Fig. 1: run 1, cells by drive strength
(1.5 px per µm)
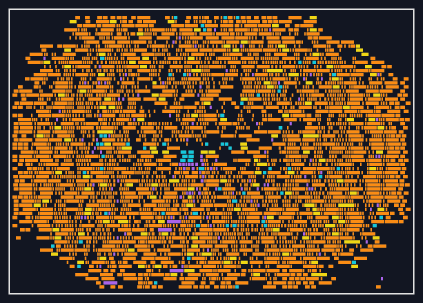
Fig. 2: run 1, signal wires on met3
(1 px per µm)
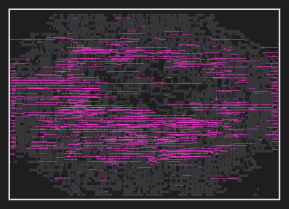
Fig. 3: run 1, placed cells, one color a class
(2 px per µm)
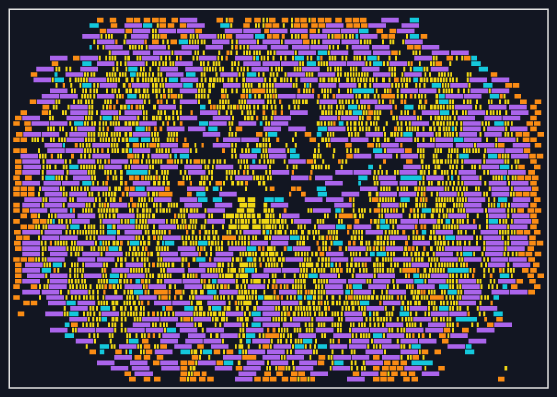
Fig. 4: run 1, sequential cells colored by netlist name
(1.5 px per µm) Other sequential cells in the stronger gray, the rest of the logic in the fainter gray.
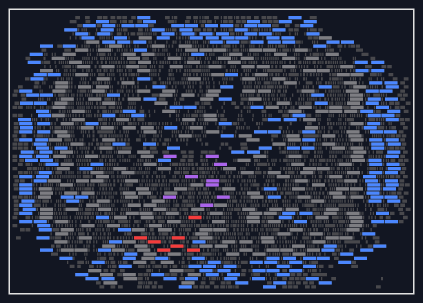
$ cat config.mk
export PLATFORM = sky130hd
export DESIGN_NAME = spi_key_receiver
export DESIGN_NICKNAME = d
export VERILOG_FILES = /design/src/rtl/aes_pkg.sv /design/src/rtl/spi_sync_edge.sv /design/src/rtl/spi_key_receiver.sv
export SDC_FILE = /design/constraint.sdc
export NUM_CORES = 1
export LEC_CHECK = 0
export ABC_AREA = 1
export CAP_MARGIN = 20
export CORE_ASPECT_RATIO = 0.7
export CORE_UTILIZATION = 53
export CTS_BUF_LIST = sky130_fd_sc_hd__clkbuf_8
export CTS_CLUSTER_DIAMETER = 30
export DETAILED_ROUTE_END_ITERATION = 10
export GPL_ROUTABILITY_DRIVEN = 0
export GPL_TIMING_DRIVEN = 0
export HOLD_SLACK_MARGIN = 0.15
export PLACE_DENSITY = 0.87
export RECOVER_POWER = 50
export SYNTH_ARGS = -nofsm -noshare
export SYNTH_HDL_FRONTEND = slang
export SYNTH_SLANG_ARGS = --single-unit
$ cat constraint.sdc
create_clock -name clk -period 18.9 [get_ports clk]
set_clock_uncertainty 0.1 [all_clocks]
set_input_delay 3.78 -clock clk [delete_from_list [all_inputs] [get_ports clk]]
set_output_delay 3.78 -clock clk [all_outputs]
set_load 0.01 [all_outputs]
$ cat src/rtl/aes_pkg.sv
// Shared constants, state encoding and helpers for the SPI AES-key receiver.
package aes_pkg;

  localparam logic [8:0] KSIZE_128 = 9'd128;
  localparam logic [8:0] KSIZE_192 = 9'd192;
  localparam logic [8:0] KSIZE_256 = 9'd256;

  localparam logic [1:0] CODE_128  = 2'd0;
  localparam logic [1:0] CODE_192  = 2'd1;
  localparam logic [1:0] CODE_256  = 2'd2;
  localparam logic [1:0] CODE_NONE = 2'd3;

  typedef enum logic [1:0] {
    IDLE  = 2'd0,
    RECV  = 2'd1,
    CHECK = 2'd2
  } state_t;

  // A zero key size marks an unsupported nk.
  function automatic logic [8:0] nkToKsize(input logic [7:0] nkVal);
    case (nkVal)
      8'd4:    return KSIZE_128;
      8'd6:    return KSIZE_192;
      8'd8:    return KSIZE_256;
      default: return 9'd0;
    endcase
  endfunction

  function automatic logic [1:0] ksizeToCode(input logic [8:0] ksize);
    case (ksize)
      KSIZE_128: return CODE_128;
      KSIZE_192: return CODE_192;
      KSIZE_256: return CODE_256;
      default:   return CODE_NONE;
    endcase
  endfunction

endpackage

$ cat src/rtl/spi_sync_edge.sv
// Multi-flop synchroniser for an asynchronous SPI pin with one-cycle rise/fall pulses.
module spi_sync_edge #(
  parameter int   STAGES    = 2,
  parameter logic RESET_VAL = 1'b0
) (
  input  logic clk,
  input  logic reset,
  input  logic din_i,
  output logic rise_o,
  output logic fall_o
);

  logic [STAGES-1:0] chain_q;
  logic              prev_q;
  logic [STAGES:0]   warm_q;

  // Pulses stay masked until the chain has refilled after reset, so a pin that is
  // already at its active level when reset drops is not mistaken for an edge.
  always_ff @(posedge clk or posedge reset) begin
    if (reset) begin
      chain_q <= {STAGES{RESET_VAL}};
      prev_q  <= RESET_VAL;
      warm_q  <= '0;
    end else begin
      chain_q <= {chain_q[STAGES-2:0], din_i};
      prev_q  <= chain_q[STAGES-1];
      warm_q  <= {warm_q[STAGES-1:0], 1'b1};
    end
  end

  assign rise_o = warm_q[STAGES] &  chain_q[STAGES-1] & ~prev_q;
  assign fall_o = warm_q[STAGES] & ~chain_q[STAGES-1] &  prev_q;

endmodule

$ cat src/rtl/spi_key_receiver.sv
// SPI slave that collects a 128/192/256-bit AES key into a shadow register and
// publishes it atomically, returning a status byte on MISO during each frame.
module spi_key_receiver
  import aes_pkg::*;
#(
  parameter int MAX_KEY_BITS = 256,
  parameter bit CPOL         = 1'b0,
  parameter bit CPHA         = 1'b0,
  parameter bit MSB_FIRST    = 1'b1,
  parameter int SYNC_STAGES  = 2
) (
  input  logic                    clk,
  input  logic                    reset,
  input  logic [7:0]              nk,
  input  logic                    sck,
  input  logic                    cs_n,
  input  logic                    mosi,
  output logic                    miso,
  output logic                    miso_oe,
  output logic [MAX_KEY_BITS-1:0] key,
  output logic [8:0]              key_bits,
  output logic                    key_valid,
  output logic                    frame_err,
  output logic                    busy
);

  localparam int IDXW = $clog2(MAX_KEY_BITS);

  logic sckRise, sckFall, csRise, csFall;
  logic sampleEdge, shiftEdge;
  logic [SYNC_STAGES-1:0] mosiChain_q;
  logic mosiSync;

  spi_sync_edge #(.STAGES(SYNC_STAGES), .RESET_VAL(CPOL)) uSckSync (
    .clk(clk), .reset(reset), .din_i(sck), .rise_o(sckRise), .fall_o(sckFall)
  );

  spi_sync_edge #(.STAGES(SYNC_STAGES), .RESET_VAL(1'b1)) uCsSync (
    .clk(clk), .reset(reset), .din_i(cs_n), .rise_o(csRise), .fall_o(csFall)
  );

  // MOSI only needs the same delay as SCK so the sampled bit lines up with the edge.
  always_ff @(posedge clk or posedge reset) begin
    if (reset) mosiChain_q <= '0;
    else       mosiChain_q <= {mosiChain_q[SYNC_STAGES-2:0], mosi};
  end

  assign mosiSync   = mosiChain_q[SYNC_STAGES-1];
  assign sampleEdge = (CPOL == CPHA) ? sckRise : sckFall;
  assign shiftEdge  = (CPOL == CPHA) ? sckFall : sckRise;

  state_t                  state_q, state_d;
  logic [MAX_KEY_BITS-1:0] shadow_q, shadow_d;
  logic [MAX_KEY_BITS-1:0] key_q, key_d;
  logic [8:0]              cnt_q, cnt_d;
  logic [8:0]              ksize_q, ksize_d;
  logic [8:0]              keyBits_q, keyBits_d;
  logic                    badNk_q, badNk_d;
  logic                    overflow_q, overflow_d;
  logic [7:0]              statusSh_q, statusSh_d;
  logic                    miso_q, miso_d;
  logic                    busy_q, busy_d;
  logic                    keyValid_q, keyValid_d;
  logic                    frameErr_q, frameErr_d;
  logic                    lastErr_q, lastErr_d;
  logic                    keyLoaded_q, keyLoaded_d;
  logic [1:0]              lastCode_q, lastCode_d;
  logic [7:0]              status;
  logic [8:0]              idxFull;
  logic [IDXW-1:0]         idx;
  logic                    ok;

  assign status = {lastErr_q, keyLoaded_q, 4'b0000, lastCode_q};

  always_ff @(posedge clk or posedge reset) begin
    if (reset) begin
      state_q     <= IDLE;
      shadow_q    <= '0;
      key_q       <= '0;
      cnt_q       <= '0;
      ksize_q     <= '0;
      keyBits_q   <= '0;
      badNk_q     <= 1'b0;
      overflow_q  <= 1'b0;
      statusSh_q  <= '0;
      miso_q      <= 1'b0;
      busy_q      <= 1'b0;
      keyValid_q  <= 1'b0;
      frameErr_q  <= 1'b0;
      lastErr_q   <= 1'b0;
      keyLoaded_q <= 1'b0;
      lastCode_q  <= CODE_NONE;
    end else begin
      state_q     <= state_d;
      shadow_q    <= shadow_d;
      key_q       <= key_d;
      cnt_q       <= cnt_d;
      ksize_q     <= ksize_d;
      keyBits_q   <= keyBits_d;
      badNk_q     <= badNk_d;
      overflow_q  <= overflow_d;
      statusSh_q  <= statusSh_d;
      miso_q      <= miso_d;
      busy_q      <= busy_d;
      keyValid_q  <= keyValid_d;
      frameErr_q  <= frameErr_d;
      lastErr_q   <= lastErr_d;
      keyLoaded_q <= keyLoaded_d;
      lastCode_q  <= lastCode_d;
    end
  end

  // A sample edge and CS release in the same cycle store the bit before CHECK.
  always_comb begin
    state_d     = state_q;
    shadow_d    = shadow_q;
    key_d       = key_q;
    cnt_d       = cnt_q;
    ksize_d     = ksize_q;
    keyBits_d   = keyBits_q;
    badNk_d     = badNk_q;
    overflow_d  = overflow_q;
    statusSh_d  = statusSh_q;
    miso_d      = miso_q;
    busy_d      = busy_q;
    keyValid_d  = 1'b0;
    frameErr_d  = 1'b0;
    lastErr_d   = lastErr_q;
    keyLoaded_d = keyLoaded_q;
    lastCode_d  = lastCode_q;
    idxFull     = '0;
    idx         = '0;
    ok          = 1'b0;

    case (state_q)
      IDLE: begin
        if (csFall) begin
          state_d    = RECV;
          ksize_d    = nkToKsize(nk);
          badNk_d    = (nkToKsize(nk) == 9'd0);
          shadow_d   = '0;
          cnt_d      = '0;
          overflow_d = 1'b0;
          busy_d     = 1'b1;
          statusSh_d = CPHA ? status : {status[6:0], 1'b0};
          miso_d     = CPHA ? 1'b0 : status[7];
        end
      end

      RECV: begin
        if (shiftEdge) begin
          miso_d     = statusSh_q[7];
          statusSh_d = {statusSh_q[6:0], 1'b0};
        end
        if (sampleEdge) begin
          if (cnt_q < ksize_q) begin
            idxFull          = MSB_FIRST ? (ksize_q - 9'd1 - cnt_q) : cnt_q;
            idx              = IDXW'(idxFull);
            shadow_d[idx]    = mosiSync;
            cnt_d            = cnt_q + 9'd1;
          end else begin
            overflow_d = 1'b1;
          end
        end
        if (csRise) state_d = CHECK;
      end

      CHECK: begin
        ok = (cnt_q == ksize_q) && !overflow_q && !badNk_q;
        if (ok) begin
          key_d       = shadow_q;
          keyBits_d   = ksize_q;
          keyValid_d  = 1'b1;
          keyLoaded_d = 1'b1;
          lastErr_d   = 1'b0;
          lastCode_d  = ksizeToCode(ksize_q);
        end else begin
          frameErr_d = 1'b1;
          lastErr_d  = 1'b1;
        end
        busy_d     = 1'b0;
        miso_d     = 1'b0;
        statusSh_d = '0;
        state_d    = IDLE;
      end

      default: state_d = IDLE;
    endcase
  end

  assign miso      = miso_q;
  assign miso_oe   = busy_q;
  assign busy      = busy_q;
  assign key       = key_q;
  assign key_bits  = keyBits_q;
  assign key_valid = keyValid_q;
  assign frame_err = frameErr_q;

endmodule

==> run_summary.xml, run 1 <==
<?xml version="1.0" encoding="UTF-8"?>
<metrics>
  <group name="run_status">
    <metric name="run_status" unit="">complete, but fails checks</metric>
    <metric name="failed_checks" unit="">max-capacitance violations, max-slew violations</metric>
  </group>
  <group name="logic_synthesis">
    <metric name="synthCells" unit="">3576</metric>
    <metric name="synthesized_cell_area" unit="µm²">26400</metric>
    <metric name="synth.distinct_cells" unit="">31</metric>
    <metric name="common_cells" unit="">2124 x nand2_1, 552 x dfrtp_1, 292 x inv_1</metric>
    <metric name="synth_warnings" unit="">0</metric>
    <metric name="synthAdderAreaFrac" unit="%">0.474</metric>
    <metric name="aoi_share" unit="%">0.541</metric>
  </group>
  <group name="run">
    <metric name="max_cap_violations" unit="">3</metric>
  </group>
  <group name="cells_and_area">
    <metric name="clock_buffer_count" unit="">122</metric>
    <metric name="finalCoreUtilization" unit="%">66.4</metric>
    <metric name="numSequentialCells" unit="">557</metric>
    <metric name="clock_cell_area_share" unit="%">7.01</metric>
    <metric name="insertedDiodeCount" unit="">2</metric>
    <metric name="final_common_cell" unit="">nand2_1</metric>
  </group>
  <group name="sta">
    <metric name="timing.fmax" unit="GHz">0.147</metric>
    <metric name="holdWs" unit="ps">243</metric>
    <metric name="final.min_clock_period" unit="ps">6810</metric>
    <metric name="period_used_share" unit="%">36.0</metric>
    <metric name="final_max_slew_viol_count" unit="">122</metric>
  </group>
  <group name="clock_network">
    <metric name="postCtsResizedCells" unit="">0</metric>
    <metric name="tritoncts" unit="">built</metric>
  </group>
  <group name="hold_path">
    <metric name="min_path_type" unit="">reg -&gt; reg</metric>
  </group>
  <group name="routing">
    <metric name="routed_via_density" unit="">5.22</metric>
    <metric name="avgRoutedWirePerCell" unit="µm">17.0</metric>
  </group>
  <group name="power_and_ir_drop">
    <metric name="intPower" unit="mW">2.14</metric>
    <metric name="ir_worst_vdd" unit="mV">0.0641</metric>
    <metric name="pwr.group.clock" unit="mW">1.25</metric>
    <metric name="fin_total_pwr" unit="mW">3.39</metric>
    <metric name="sequential_cell_fraction_of_total_power" unit="%">36.4</metric>
    <metric name="power_frac_comb" unit="%">26.9</metric>
    <metric name="pg_comb" unit="µW">911</metric>
  </group>
  <group name="floorplan">
    <metric name="placement_rows" unit="">67</metric>
  </group>
  <group name="critical_path">
    <metric name="critical_path.reg2reg.startpoint" unit="">cnt_q[6]</metric>
    <metric name="path_class" unit="">in -&gt; async</metric>
    <metric name="kind_of_end_point_of_the_critical_path" unit="">async pin</metric>
  </group>
  <group name="global_route">
    <metric name="grt_first_pass_wirelength" unit="mm">126</metric>
  </group>
  <group name="placed_design">
    <metric name="place_hpwl" unit="mm">54.3</metric>
  </group>
</metrics>
## Picture notes: Fig. 1
legend:
  cyan:
    size: x3 and x4
    cells: 64
    share: 1.6%
    most_used: buf_4
  orange:
    size: x1 and smaller
    cells: 3735
    share: 92%
    most_used: nand2_1
  yellow:
    size: x6 and larger
    cells: 143
    share: 3.5%
    most_used: clkbuf_8
  purple:
    size: x2
    cells: 119
    share: 2.9%
    most_used: buf_2
number of non-clock buffers in the layout: 509
layout-stage area growth over the synthesis result: 22.0%
final design instance area without fill: 32200 µm²
worst setup slack after layout: 12090 ps

## Picture notes: Fig. 2
nets with wire on the layer: 490
longest straight run: 147 µm
main direction: horizontal
wire length on this layer: 10000 µm
grt met3 use: 9.80%
total via count after detailed routing: 24610
WL final: 80.3 mm

## Picture notes: Fig. 3
legend:
  orange:
    class: remaining buffers and delay cells
    cells: 509
    share_of_their_area: 13%
  yellow:
    class: remaining logic cells
    cells: 2805
    share_of_their_area: 36%
  purple:
    class: registers
    cells: 557
    share_of_their_area: 44%
  cyan:
    class: clock drivers and dummy loads
    cells: 190
    share_of_their_area: 7.2%

## Picture notes: Fig. 4
legend:
  purple:
    netlist_name: cnt_q
    sequential_cells: 9
    where: center
  blue:
    netlist_name: key
    sequential_cells: 256
    where: all over the die
  red:
    netlist_name: statusSh_q
    sequential_cells: 7
    where: bottom center
not colored: 285

[run 1: worst max-delay path, stage by stage]
cell and delay, ps:
dlygate4sd3_1 550, clkinvlp_2 800, clkbuf_1 1470, buf_12 350, buf_12 270, buf_12 270
[run 1: routing by layer]
layer  track usage (%)  vias up  part of all wire [%]
met3              9.80      238                    12
met5                 0        -                     0
met2              47.1     1357                    43
met1              44.6    11496                    41
li1                  -    11519                     -
met4              12.2        0                   3.7
[run 1: logic make-up (layout without fill, tap and decap cells)]
| kind of cell | Yosys count | in the layout |
|---|---|---|
| fa+ha+maj | 10 | 10 |
| simple gates | 2453 | 2453 |
| flops | 557 | 557 |
| compound gates | 26 | 26 |
| xor+xnor | 5 | 5 |
| other cells | 2 | 9 |
| buf+inv | 523 | 1003 |
==> inputs of run 2 (changes only) <==
--- a/config.mk
+++ b/config.mk
@@ -8,14 +8,14 @@
 export ABC_AREA = 1
 export CAP_MARGIN = 20
 export CORE_ASPECT_RATIO = 0.7
-export CORE_UTILIZATION = 53
+export CORE_UTILIZATION = 55
 export CTS_BUF_LIST = sky130_fd_sc_hd__clkbuf_8
 export CTS_CLUSTER_DIAMETER = 30
 export DETAILED_ROUTE_END_ITERATION = 10
 export GPL_ROUTABILITY_DRIVEN = 0
 export GPL_TIMING_DRIVEN = 0
 export HOLD_SLACK_MARGIN = 0.15
-export PLACE_DENSITY = 0.87
+export PLACE_DENSITY = 0.86
 export RECOVER_POWER = 50
 export SYNTH_ARGS = -nofsm -noshare
 export SYNTH_HDL_FRONTEND = slang
==> constraint.sdc (replaced) <==
create_clock -name clk -period 7 [get_ports clk]
set_clock_uncertainty 0.1 [all_clocks]
set_input_delay 1.4 -clock clk [delete_from_list [all_inputs] [get_ports clk]]
set_output_delay 1.4 -clock clk [all_outputs]
set_load 0.01 [all_outputs]
Fig. 5: run 2, cells by drive strength
(1.5 px per µm)
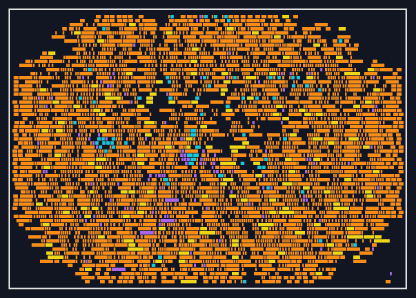
legend:
  cyan:
    size: x3 and x4
    cells: 65
    share: 1.6%
    most_used: buf_4
  purple:
    size: x2
    cells: 112
    share: 2.8%
    most_used: buf_2
  yellow:
    size: x6 and larger
    cells: 152
    share: 3.7%
    most_used: clkbuf_8
  orange:
    size: x1 and smaller
    cells: 3731
    share: 92%
    most_used: nand2_1
layout-stage area growth over the synthesis result: 22.6%
worst setup slack after layout: 2500 ps
final design instance area without fill: 32300 µm²

Fig. 6: run 2, signal wires on met3
(1 px per µm)
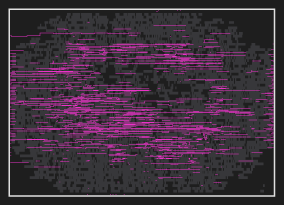
share of all routed wire: 12%
main direction: horizontal
wire length on this layer: 9400 µm
nets with wire on the layer: 472
WL final: 79.8 mm
grt met3 use: 9.86%
total via count after detailed routing: 24630

Fig. 7: run 2, placed cells, one color a class
(2 px per µm)
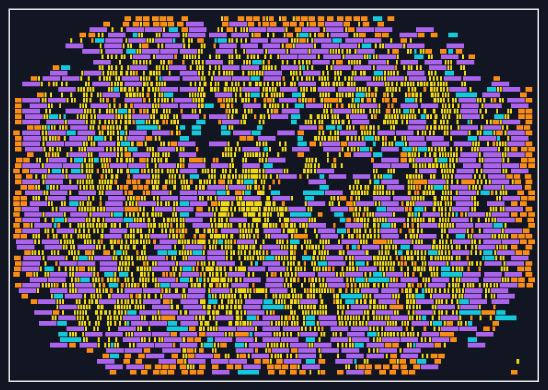
legend:
  yellow:
    class: remaining logic cells
    cells: 2805
    share_of_their_area: 35%
  cyan:
    class: clock drivers and dummy loads
    cells: 188
    share_of_their_area: 7.7%
  orange:
    class: remaining buffers and delay cells
    cells: 510
    share_of_their_area: 13%
  purple:
    class: registers
    cells: 557
    share_of_their_area: 44%

==> run_summary.xml, run 2 <==
<?xml version="1.0" encoding="UTF-8"?>
<metrics>
  <group name="global_route">
    <metric name="gr-max-usage-layer" unit="">met2</metric>
    <metric name="grt_first_pass_wirelength" unit="mm">125</metric>
    <metric name="global_route.usage.met1" unit="%">44.1</metric>
    <metric name="gr-usage-met2" unit="%">48.9</metric>
  </group>
  <group name="routing">
    <metric name="wl_met1" unit="mm">32.8</metric>
    <metric name="met3RoutedLength" unit="mm">9.40</metric>
    <metric name="avgRoutedWirePerCell" unit="µm">17.1</metric>
    <metric name="maxUsedRoutingLayer" unit="">met5</metric>
    <metric name="wl_met2" unit="mm">33.6</metric>
  </group>
  <group name="critical_path">
    <metric name="kind_of_end_point_of_the_critical_path" unit="">async pin</metric>
    <metric name="cpPeakStageDelay" unit="ps">1130</metric>
    <metric name="cp_num_buf_inv" unit="">4</metric>
    <metric name="critical-path-top-delay-family" unit="">buffers and inverters</metric>
    <metric name="critical_path.reg2reg.startpoint" unit="">cnt_q[0]</metric>
    <metric name="critPathMostFrequentCell" unit="">clkbuf_1</metric>
    <metric name="critical_path_cell_count" unit="">4</metric>
    <metric name="worst_path_max_delay_cell" unit="">clkbuf_1</metric>
    <metric name="path_class" unit="">in -&gt; async</metric>
  </group>
  <group name="clock_network">
    <metric name="tritoncts" unit="">built</metric>
    <metric name="postCtsResizedCells" unit="">0</metric>
  </group>
  <group name="cells_and_area">
    <metric name="signal_buffers" unit="">510</metric>
    <metric name="insertedDiodeCount" unit="">0</metric>
    <metric name="numSequentialCells" unit="">557</metric>
    <metric name="final_common_cell" unit="">nand2_1</metric>
    <metric name="clock_buffer_count" unit="">124</metric>
  </group>
  <group name="run_status">
    <metric name="run_status" unit="">complete, but fails checks</metric>
    <metric name="failed_checks" unit="">max-capacitance violations, max-slew violations</metric>
  </group>
  <group name="sta">
    <metric name="final.min_clock_period" unit="ps">4500</metric>
    <metric name="holdWs" unit="ps">249</metric>
    <metric name="final_max_slew_viol_count" unit="">29</metric>
    <metric name="timing.fmax" unit="GHz">0.222</metric>
    <metric name="period_used_share" unit="%">64.2</metric>
  </group>
  <group name="logic_synthesis">
    <metric name="synthCells" unit="">3576</metric>
    <metric name="aoi_share" unit="%">0.541</metric>
    <metric name="synthAdderAreaFrac" unit="%">0.474</metric>
    <metric name="common_cells" unit="">2124 x nand2_1, 552 x dfrtp_1, 292 x inv_1</metric>
  </group>
  <group name="placed_design">
    <metric name="place_hpwl" unit="mm">53.8</metric>
  </group>
  <group name="power_and_ir_drop">
    <metric name="ir_worst_vdd" unit="mV">0.175</metric>
  </group>
  <group name="hold_path">
    <metric name="min_path_type" unit="">reg -&gt; reg</metric>
  </group>
  <group name="run">
    <metric name="max_cap_violations" unit="">1</metric>
  </group>
</metrics>
[run 2: report_power, final]
| group | internal [mW] | switching, mW |
|---|---|---|
| combinational | 0.666 | 1.81 |
| clock | 2.12 | 1.49 |
| sequential | 3.29 | 0.0449 |
| total | 6.07 | 3.34 |
[run 2: through the flow]
| step | power (mW) | utilization [%] | TNS, ps | cells |
|---|---|---|---|---|
| 6_report | 9.41 | 68.9 | 0 | 4672 |
| 5_1_grt | 9.83 | 68.9 | 0 | 4672 |
| 4_1_cts | 9.40 | 69.6 | 0 | 4672 |
| 3_5_place_dp | 5.81 | 64.5 | 0 | 4484 |
| 3_3_place_gp | 5.73 | 63.8 | -3015310 | 4469 |
| 2_1_floorplan | 5.13 | - | -1146880 | 3581 |
==> inputs of run 3 (changes only) <==
==> constraint.sdc (replaced) <==
create_clock -name clk -period 4.3 [get_ports clk]
set_clock_uncertainty 0.1 [all_clocks]
set_input_delay 0.86 -clock clk [delete_from_list [all_inputs] [get_ports clk]]
set_output_delay 0.86 -clock clk [all_outputs]
set_load 0.01 [all_outputs]
Fig. 8: run 3, signal wires on met3
(1 px per µm)
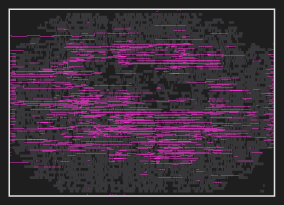
nets with wire on the layer: 466
wire length on this layer: 9550 µm
main direction: horizontal
share of all routed wire: 12%

Fig. 9: run 3, sequential cells colored by netlist name
(1.5 px per µm) Other sequential cells in the stronger gray, the rest of the logic in the fainter gray.
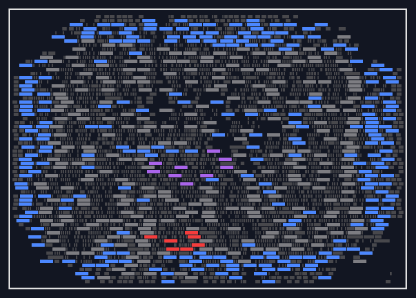
legend:
  red:
    netlist_name: statusSh_q
    sequential_cells: 7
    where: bottom center
  blue:
    netlist_name: key
    sequential_cells: 256
    where: all over the die
  purple:
    netlist_name: cnt_q
    sequential_cells: 9
    where: center
flop share of the area: 42.8%
Util after Layout: 69.4%
flip-flop and latch power: 5.43 mW
Storage cell area: 13900 µm²

Fig. 10: run 3, cells by drive strength
(1.5 px per µm)
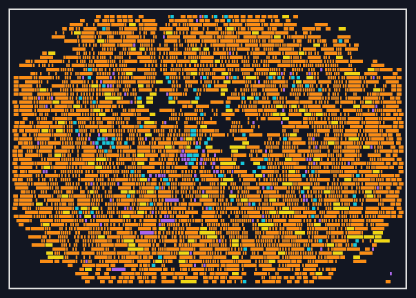
legend:
  orange:
    size: x1 and smaller
    cells: 3680
    share: 91%
    most_used: nand2_1
  yellow:
    size: x6 and larger
    cells: 165
    share: 4.1%
    most_used: clkbuf_8
  purple:
    size: x2
    cells: 118
    share: 2.9%
    most_used: buf_2
  cyan:
    size: x3 and x4
    cells: 97
    share: 2.4%
    most_used: buf_4

==> run_summary.xml, run 3 <==
<?xml version="1.0" encoding="UTF-8"?>
<metrics>
  <group name="run_status">
    <metric name="run_status" unit="">complete, no violations</metric>
  </group>
  <group name="cells_and_area">
    <metric name="signal_buffers" unit="">510</metric>
    <metric name="numSequentialCells" unit="">557</metric>
    <metric name="final_common_cell" unit="">nand2_1</metric>
    <metric name="mi_logic_area" unit="µm²">10000</metric>
    <metric name="stdcell_count" unit="">4672</metric>
    <metric name="insertedDiodeCount" unit="">0</metric>
    <metric name="comb-cell-share" unit="%">30.7</metric>
    <metric name="synthToLayoutAreaGrowth" unit="%">23.5</metric>
    <metric name="clock_buffer_count" unit="">124</metric>
  </group>
  <group name="sta">
    <metric name="timing.fmax" unit="GHz">0.305</metric>
    <metric name="final_max_slew_viol_count" unit="">0</metric>
    <metric name="final.min_clock_period" unit="ps">3280</metric>
    <metric name="totalNegativeSetupSlack" unit="ps">0</metric>
    <metric name="period_used_share" unit="%">76.3</metric>
  </group>
  <group name="logic_synthesis">
    <metric name="synthCells" unit="">3576</metric>
  </group>
  <group name="routing">
    <metric name="avgRoutedWirePerCell" unit="µm">17.1</metric>
    <metric name="vias" unit="">24526</metric>
    <metric name="wl_met2" unit="mm">33.7</metric>
    <metric name="met3RoutedLength" unit="mm">9.55</metric>
    <metric name="maxUsedRoutingLayer" unit="">met5</metric>
    <metric name="wirelength" unit="mm">79.9</metric>
  </group>
  <group name="power_and_ir_drop">
    <metric name="clock_power_share" unit="%">38.2</metric>
    <metric name="power.switching_fraction" unit="%">35.4</metric>
    <metric name="ir_worst_vdd" unit="mV">0.285</metric>
    <metric name="pg_comb" unit="mW">4.08</metric>
    <metric name="pwr.group.clock" unit="mW">5.88</metric>
    <metric name="intPower" unit="mW">9.93</metric>
    <metric name="power.switching" unit="mW">5.45</metric>
    <metric name="top_power_group" unit="">the clock network</metric>
  </group>
  <group name="critical_path">
    <metric name="kind_of_end_point_of_the_critical_path" unit="">flop</metric>
    <metric name="path_class" unit="">reg -&gt; reg</metric>
    <metric name="critical_path.reg2reg.startpoint" unit="">state_q[1]</metric>
  </group>
  <group name="global_route">
    <metric name="global_route.usage.met1" unit="%">44.1</metric>
    <metric name="global_route.usage.met3" unit="%">9.89</metric>
    <metric name="gr-max-usage-layer" unit="">met2</metric>
    <metric name="gr-usage-met2" unit="%">48.9</metric>
  </group>
  <group name="clock_network">
    <metric name="tritoncts" unit="">built</metric>
    <metric name="postCtsResizedCells" unit="">0</metric>
  </group>
  <group name="placed_design">
    <metric name="post-place-cells" unit="">4484</metric>
  </group>
  <group name="run">
    <metric name="max_cap_violations" unit="">0</metric>
  </group>
</metrics>
run 3: cell counts after synthesis:
No cell type changed its count.
run 3: logic make-up after synthesis:
logic type                 synth area share, %
and+or+nand+nor                           36.7
xor gates and xnor gates                 0.166
other                                   0.0285
buffers and inverters                     9.18
adders and majority gates                0.474
AOI/OAI and AO/OA                        0.541
DFF                                       52.9
run 3: worst max-delay path: stages, from the launching register on:
cell and delay (ps):
dfrtp_1 410, inv_1 90, ha_1 160, clkbuf_1 540
nand3_1 250, a21oi_1 250, clkbuf_1 610, buf_4 330
buf_4 200, nand2_1 70, nand2_1 60, nand2_1 60
run 3: stage by stage:
step / setup slack (ps) / instance area (µm²)
finish: 1020 / 32600
global route: 767 / 32600
CTS: 1580 / 32700
detailed placement: 1120 / 30200
global placement: -7660 / 29900
floorplan: -4240 / 26400
No activity file was given, so power comes from the tool's default toggle rates.
